## src/rtl/traffic_display_scan.sv

```systemverilog
// -----------------------------------------------------------------------------
// traffic_display_scan
//
// Purpose
//   Drives a 4-digit multiplexed common-anode 7-segment display and the lamp
//   LEDs from the traffic_light controller's countdown and lamp outputs.
//   Once per frame, at the start of slot 0, the four BCD digits and both lamp
//   states are captured together. The display then shows only that capture
//   for the whole frame, so a countdown tick in the middle of a frame cannot
//   tear the picture. Any captured digit above 9 is shown as a dash and sets
//   a sticky error flag.
//
// Optional feature
//   TD_BLINK_EN : when defined, a pair of digits {H,L} whose value lies in
//                 1..BLINK_THR blinks. Each blink half-period lasts
//                 BLINK_DIV frames. When not defined, there is no frame
//                 counter, and BLINK_DIV and BLINK_THR have no effect.
//
// Parameters
//   SCAN_DIV   clk cycles per digit slot (must be >= BLANK_CYC+2)
//   BLANK_CYC  cycles at the start of each slot with all anodes off (>= 1)
//   BLINK_DIV  frames per blink half-period (TD_BLINK_EN only)
//   BLINK_THR  BCD pair threshold for blinking (TD_BLINK_EN only)
//
// Ports
//   Clk                       system clock, rising edge
//   R                         asynchronous active-low reset
//   A_Time_L/H, B_Time_L/H    BCD countdown digits (units/tens) for A and B
//   A_light, B_light          lamp state per direction: 1 = green, 0 = red
//   seg[6:0]                  segments {g,f,e,d,c,b,a}, active-high
//   an[3:0]                   digit enables, active-low:
//                             [0]=A_L [1]=A_H [2]=B_L [3]=B_H
//   A_grn/A_red/B_grn/B_red   lamp LEDs, active-high
//   bcd_err                   sticky flag: a captured digit was > 9
// -----------------------------------------------------------------------------
module traffic_display_scan #(
  parameter int unsigned SCAN_DIV  = 1000,
  parameter int unsigned BLANK_CYC = 16,
  parameter int unsigned BLINK_DIV = 64,
  parameter logic [7:0]  BLINK_THR = 8'h03
) (
  input  logic       Clk,
  input  logic       R,
  input  logic [3:0] A_Time_L,
  input  logic [3:0] A_Time_H,
  input  logic [3:0] B_Time_L,
  input  logic [3:0] B_Time_H,
  input  logic       A_light,
  input  logic       B_light,
  output logic [6:0] seg,
  output logic [3:0] an,
  output logic       A_grn,
  output logic       A_red,
  output logic       B_grn,
  output logic       B_red,
  output logic       bcd_err
);

  localparam int unsigned       PRE_W     = (SCAN_DIV > 1) ? $clog2(SCAN_DIV) : 1;
  localparam logic [PRE_W-1:0]  PRE_LAST  = PRE_W'(SCAN_DIV - 1);
  localparam logic [PRE_W-1:0]  PRE_BLANK = PRE_W'(BLANK_CYC);

  // scan position
  logic [PRE_W-1:0] pre;
  logic [1:0]       idx;
  logic             slot_end;
  logic             frame_start;
  logic             frame_end;

  // frame snapshot
  logic [3:0] snap_a_l;
  logic [3:0] snap_a_h;
  logic [3:0] snap_b_l;
  logic [3:0] snap_b_h;
  logic       snap_a_light;
  logic       snap_b_light;
  logic       snap_taken;

  // slot decode
  logic [3:0] cur_digit;
  logic       lead_zero;
  logic       blink_blank;
  logic       snap_bad;
  logic [6:0] seg_next;
  logic [3:0] an_next;

  assign slot_end    = (pre == PRE_LAST);
  assign frame_start = (pre == '0) && (idx == 2'd0);
  assign frame_end   = slot_end && (idx == 2'd3);

  // ---------------------------------------------------------------------------
  // Slot prescaler and digit index. idx wraps from 3 to 0 by overflow.
  // ---------------------------------------------------------------------------
  always_ff @(posedge Clk or negedge R) begin
    if (!R) begin
      pre <= '0;
      idx <= 2'd0;
    end else if (slot_end) begin
      pre <= '0;
      idx <= idx + 2'd1;
    end else begin
      pre <= pre + PRE_W'(1);
    end
  end

  // ---------------------------------------------------------------------------
  // Whole-frame snapshot. snap_taken marks the cycle after a capture, which is
  // when the lamp LEDs pick up the new lamp state.
  // ---------------------------------------------------------------------------
  always_ff @(posedge Clk or negedge R) begin
    if (!R) begin
      snap_a_l     <= 4'd0;
      snap_a_h     <= 4'd0;
      snap_b_l     <= 4'd0;
      snap_b_h     <= 4'd0;
      snap_a_light <= 1'b0;
      snap_b_light <= 1'b0;
      snap_taken   <= 1'b0;
    end else begin
      snap_taken <= frame_start;
      if (frame_start) begin
        snap_a_l     <= A_Time_L;
        snap_a_h     <= A_Time_H;
        snap_b_l     <= B_Time_L;
        snap_b_h     <= B_Time_H;
        snap_a_light <= A_light;
        snap_b_light <= B_light;
      end
    end
  end

  // ---------------------------------------------------------------------------
  // Optional blink. The blink phase flips after every BLINK_DIV complete
  // frames. Because it only changes at a frame boundary, a frame is never
  // split between the visible and the blanked phase.
  // ---------------------------------------------------------------------------
`ifdef TD_BLINK_EN
  localparam int unsigned       FCNT_W   = (BLINK_DIV > 1) ? $clog2(BLINK_DIV) : 1;
  localparam logic [FCNT_W-1:0] FCNT_MAX = FCNT_W'(BLINK_DIV - 1);

  logic [FCNT_W-1:0] fcnt;
  logic              blink_ph;
  logic [7:0]        pair_val;

  always_ff @(posedge Clk or negedge R) begin
    if (!R) begin
      fcnt     <= '0;
      blink_ph <= 1'b0;
    end else if (frame_end) begin
      if (fcnt == FCNT_MAX) begin
        fcnt     <= '0;
        blink_ph <= ~blink_ph;
      end else begin
        fcnt <= fcnt + FCNT_W'(1);
      end
    end
  end

  // Both digits of a direction blink together, so the pair value is chosen
  // by direction (idx[1]), not by the digit currently being scanned.
  always_comb begin
    pair_val    = idx[1] ? {snap_b_h, snap_b_l} : {snap_a_h, snap_a_l};
    blink_blank = blink_ph && (pair_val != 8'h00) && (pair_val <= BLINK_THR);
  end
`else
  logic unused_blink_cfg;

  assign blink_blank      = 1'b0;
  assign unused_blink_cfg = frame_end ^ (^{BLINK_THR, 32'(BLINK_DIV)});
`endif

  // ---------------------------------------------------------------------------
  // Digit selection and segment decode
  // ---------------------------------------------------------------------------
  function automatic logic [6:0] seg_decode(input logic [3:0] d);
    logic [6:0] s;
    case (d)
      4'd0:    s = 7'h3F;
      4'd1:    s = 7'h06;
      4'd2:    s = 7'h5B;
      4'd3:    s = 7'h4F;
      4'd4:    s = 7'h66;
      4'd5:    s = 7'h6D;
      4'd6:    s = 7'h7D;
      4'd7:    s = 7'h07;
      4'd8:    s = 7'h7F;
      4'd9:    s = 7'h6F;
      default: s = 7'h40;   // non-BCD digit shows a dash
    endcase
    return s;
  endfunction

  always_comb begin
    cur_digit = snap_a_l;
    case (idx)
      2'd0:    cur_digit = snap_a_l;
      2'd1:    cur_digit = snap_a_h;
      2'd2:    cur_digit = snap_b_l;
      default: cur_digit = snap_b_h;
    endcase
  end

  // Odd slots hold the tens digits; a tens digit of zero is not lit.
  assign lead_zero = idx[0] && (cur_digit == 4'd0);

  assign snap_bad = (snap_a_l > 4'd9) || (snap_a_h > 4'd9) ||
                    (snap_b_l > 4'd9) || (snap_b_h > 4'd9);

  // During the first BLANK_CYC cycles of a slot every anode is off. This gives
  // the previous digit's segments time to discharge before the next anode is
  // driven, which avoids ghosting.
  always_comb begin
    an_next  = 4'hF;
    seg_next = 7'h00;
    if (pre >= PRE_BLANK) begin
      an_next = ~(4'b0001 << idx);
      if (!lead_zero && !blink_blank) begin
        seg_next = seg_decode(cur_digit);
      end
    end
  end

  // ---------------------------------------------------------------------------
  // Registered outputs
  // ---------------------------------------------------------------------------
  always_ff @(posedge Clk or negedge R) begin
    if (!R) begin
      seg     <= 7'h00;
      an      <= 4'hF;
      A_grn   <= 1'b0;
      A_red   <= 1'b0;
      B_grn   <= 1'b0;
      B_red   <= 1'b0;
      bcd_err <= 1'b0;
    end else begin
      seg <= seg_next;
      an  <= an_next;
      if (snap_taken) begin
        A_grn <= snap_a_light;
        A_red <= ~snap_a_light;
        B_grn <= snap_b_light;
        B_red <= ~snap_b_light;
      end
      bcd_err <= bcd_err | snap_bad;
    end
  end

endmodule

```

## config.mk

```make
export PLATFORM = sky130hd
export DESIGN_NAME = traffic_display_scan
export DESIGN_NICKNAME = d
export VERILOG_FILES = /design/src/rtl/traffic_display_scan.sv
export SDC_FILE = /design/constraint.sdc
export NUM_CORES = 1
export LEC_CHECK = 0
export CORE_AREA = 2 2 68 70
export CTS_CLUSTER_DIAMETER = 150
export DETAILED_ROUTE_END_ITERATION = 7
export DIE_AREA = 0 0 70 72
export PLACE_DENSITY = 0.78
export SYNTH_ARGS = -nofsm -noshare
export SYNTH_HDL_FRONTEND = slang
export SYNTH_SLANG_ARGS = --single-unit
export TNS_END_PERCENT = 10
```

## constraint.sdc

```tcl
create_clock -name Clk -period 4.9 [get_ports Clk]
set_input_delay 0.98 -clock Clk [delete_from_list [all_inputs] [get_ports Clk]]
set_output_delay 0.98 -clock Clk [all_outputs]
set_load 0.005 [all_outputs]
```

Fig. 1: gate-type map
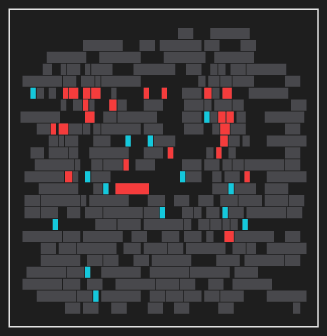
[nand cells] red | cells: 24 | most used: nand2_1
[inv cells] cyan | cells: 14 | most used: inv_1
Final Non-Filler Cells: 282
logic share of the area: 36.9%
most frequent standard cell in the layout excluding fill and tap cells: sky130_fd_sc_hd__dfrtp_1

Fig. 2: register map, names as in the netlist
Other sequential cells in the stronger grey, the rest of the logic in the fainter grey.
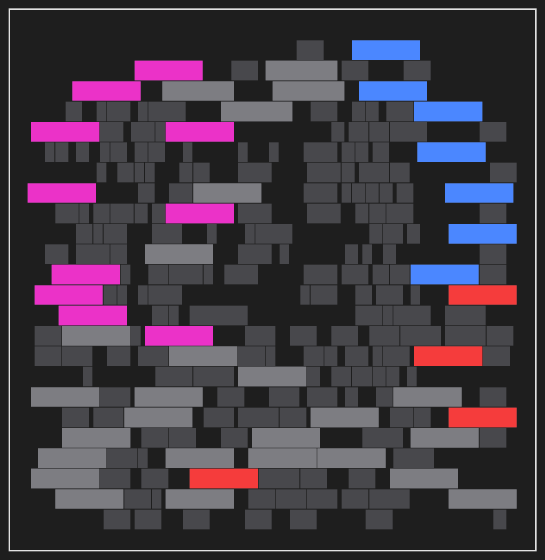
[pre] magenta | placed flops: 10
[seg] blue | placed flops: 7
[snap_b_h] red | placed flops: 4

Fig. 3: met1 routing
Supply wires on this layer in grey.
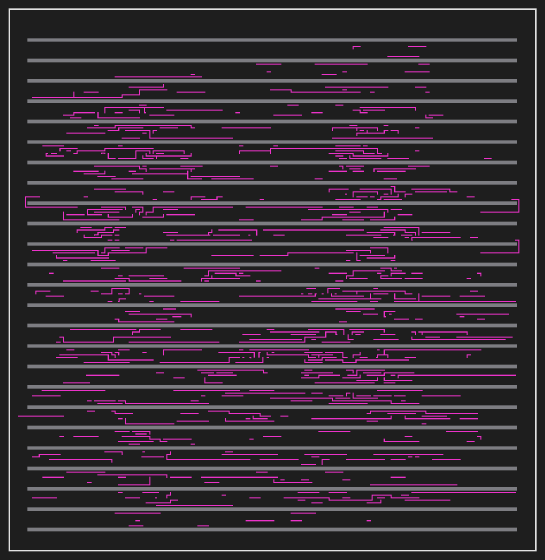
longest straight run: 16.1 um
wire length on this layer: 1,810 um

==> COMMIT_EDITMSG <==
Log flow metrics for this revision

* Synth async-reset ratio: 100%
- In this run, flip-flops and latches consume ~57% of the power.
- Overall global routing resource usage: 18.7%
- The buffer_ports step reported a buffer count of 35.
- Pwr Total: 0.723 mW
* Post-synth EDFFs: 0
- Sort of element at the end of the critical path: register
- The die is 70 um wide.
- The run finished with clean final reports.
- Yosys instantiated no cell more often than sky130_fd_sc_hd__dfrtp_1.
- The finished design was reported to have a net count of 261.
- The number of global-route vias before repair was approximately 1,600.
- The routed layout has 1,557 vias.
- Sequential cells were found to cover between 50% and 60% of the synthesized design area.
- Looking at the power breakdown, combinational cells take 9.4% of the total.
- Count of unique library cells instantiated by Yosys: 37
- Per the Yosys statistics, synthesis produced roughly 190 cells.
- For reference, the final report shows the max-slew violation count at 0.
* Grt total ovfl: 0
- Clock root cell: sky130_fd_sc_hd__clkbuf_8
* Slew headroom: roughly a third
* Global-route wire length before repair: 7370 um
- Endpoint arrival time on the critical path: 2.75 ns
- Clk_lat worst skew: 0.31 ns
- Cell area power density: 262 nW/um^2
* Setup repair after global routing missed its margin: false
- STA lists the startpoint of the worst register-to-register path as idx[0]$_DFFE_PN0N_.
- Core occupancy in the finished layout: 64.7%
* Synthesized chip area reported by yosys: approximately 2300 sq um
* Biggest area cells: sky130_fd_sc_hd__dfrtp_1, sky130_fd_sc_hd__mux2_2, sky130_fd_sc_hd__ha_1, sky130_fd_sc_hd__mux2_4, sky130_fd_sc_hd__dfstp_2
- The critical path endpoint has a required time of 5.12 ns.
* Post-synthesis cell area: 2280 sq um
* Net load switching power: 0.175 mW
- STA shows the worst reg2reg path with a cell count of 10.
- FILL cells: between 300 and 400
- For this sky-water flow run, the detailed-routed wirelength per cell is reported as between 10 and 15 um.
- Critical-path maximum fanout: 7
- Net Count, Synth: 223
- Cells after synthesis: 191
- The critical path in this run is classified as register to register.
* Final setup TNS: 0 ns
- Critical path endpoint: seg[5]$_DFF_PN0_
Fig. 4: clock nets
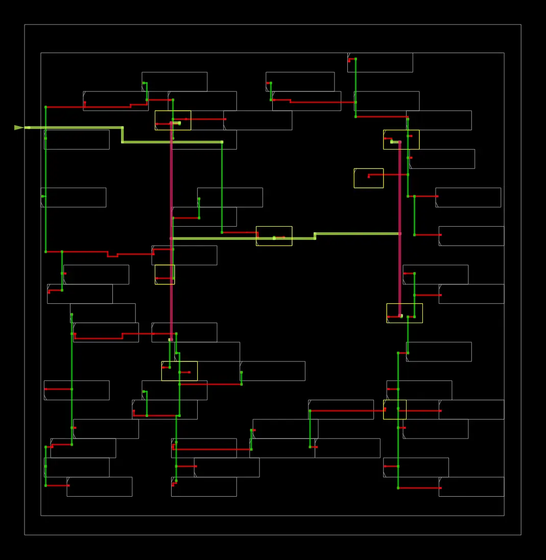
clk_skew: 0.00702 ns
number of buffers created by CTS: 5

Fig. 5: PDN straps and rails
Pins as bars on the die edge.
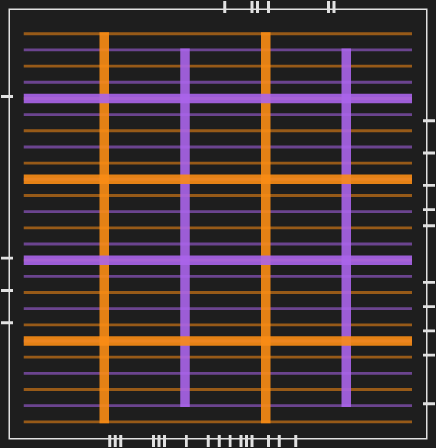
[VSS] orange
[VDD] purple
met4 straps: 4
signal pins: 36
met5 straps: 4
met1 rails: 25
vertical die dimension: 72 um
Max rail drop VDD: 0.000183 V

-- power groups by stage --
stage	logic (mW)	registers, mW	clock network (mW)
floorplan	0.0279	0.416	0
global placement	0.0687	0.417	0
detailed placement	0.0693	0.418	0
CTS	0.0695	0.410	0.254
global route	0.0764	0.412	0.273
finish	0.0681	0.410	0.245
-- cells by family after synthesis --
| group | Yosys count | synth area share, % |
|---|---|---|
| DFF | 47 | 51.7 |
| muxes | 29 | 15.4 |
| xor gates and xnor gates | 7 | 2.68 |
| AOI/OAI and AO/OA | 36 | 10.1 |
| adders and majority gates | 12 | 6.57 |
| and+or+nand+nor | 42 | 9.80 |
| buffers and inverters | 18 | 3.67 |
-- state kept, by name, summed over array words and instances (netlist names) --
register,flops
snap_a_l,4
seg,7
B_red,1
bcd_err,1
snap_b_h,4
idx,2
snap_a_h,4
A_red,1
snap_b_l,4
B_grn,1
A_grn,1
snap_a_light,1
snap_b_light,1
pre,10
an,4
snap_taken,1
-- critical path: stages, from the launching register on --
cell,delay [ns]
sky130_fd_sc_hd__dfrtp_1,0.47
sky130_fd_sc_hd__inv_1,0.13
sky130_fd_sc_hd__ha_1,0.31
sky130_fd_sc_hd__a222oi_1,0.36
sky130_fd_sc_hd__mux2i_1,0.21
sky130_fd_sc_hd__inv_1,0.18
sky130_fd_sc_hd__ha_1,0.29
sky130_fd_sc_hd__a21oi_1,0.06
sky130_fd_sc_hd__mux2i_1,0.14
sky130_fd_sc_hd__o22ai_1,0.09
sky130_fd_sc_hd__o31ai_1,0.19
-- layout make-up --
| type | count | area [sq um] | area share [%] |
|---|---|---|---|
| sequential | 47 | 1180 | 42.8 |
| multi-input combinational | 126 | 1020 | 36.9 |
| timing repair buffer | 35 | 345 | 12.5 |
| clock buffer | 5 | 68.8 | 2.49 |
| tap | 52 | 65.1 | 2.36 |
| inverter | 14 | 52.6 | 1.90 |
| clock inverter | 3 | 27.5 | 0.997 |
-- metal layers --
layer | vias up | part of all wire (%) | global-route usage [%]
met5 | - | 0 | 0
met4 | 0 | 2.4 | 8.97
met3 | 10 | 4.0 | 4.31
met2 | 36 | 50 | 29.8
met1 | 758 | 44 | 24.3
li1 | 753 | - | -
-- stage by stage --
step                      cell area (sq um)  hold WS [ns]  worst slack [ns]  std cells
after CTS                              2760         0.477              2.37        282
final                                  2760         0.476              2.37        282
after floorplan                        2280         0.437              2.72        191
after detailed placement               2660         0.459              2.41        274
after global placement                 2660         0.452              2.51        274
after global routing                   2760         0.496              2.16        282
-- worst min path at each step --
stage	startpoint	end	depth (start not counted)
finish	snap_b_light$_DFFE_PN0P_	B_red$_DFFE_PN0P_	1
global route	snap_a_light$_DFFE_PN0P_	A_red$_DFFE_PN0P_	1
CTS	snap_b_light$_DFFE_PN0P_	B_red$_DFFE_PN0P_	1
detailed placement	bcd_err$_DFF_PN0_	bcd_err$_DFF_PN0_	1
global placement	snap_b_light$_DFFE_PN0P_	B_red$_DFFE_PN0P_	1
floorplan	snap_a_light$_DFFE_PN0P_	A_red$_DFFE_PN0P_	1
Power is estimated from default activity; no workload was simulated.
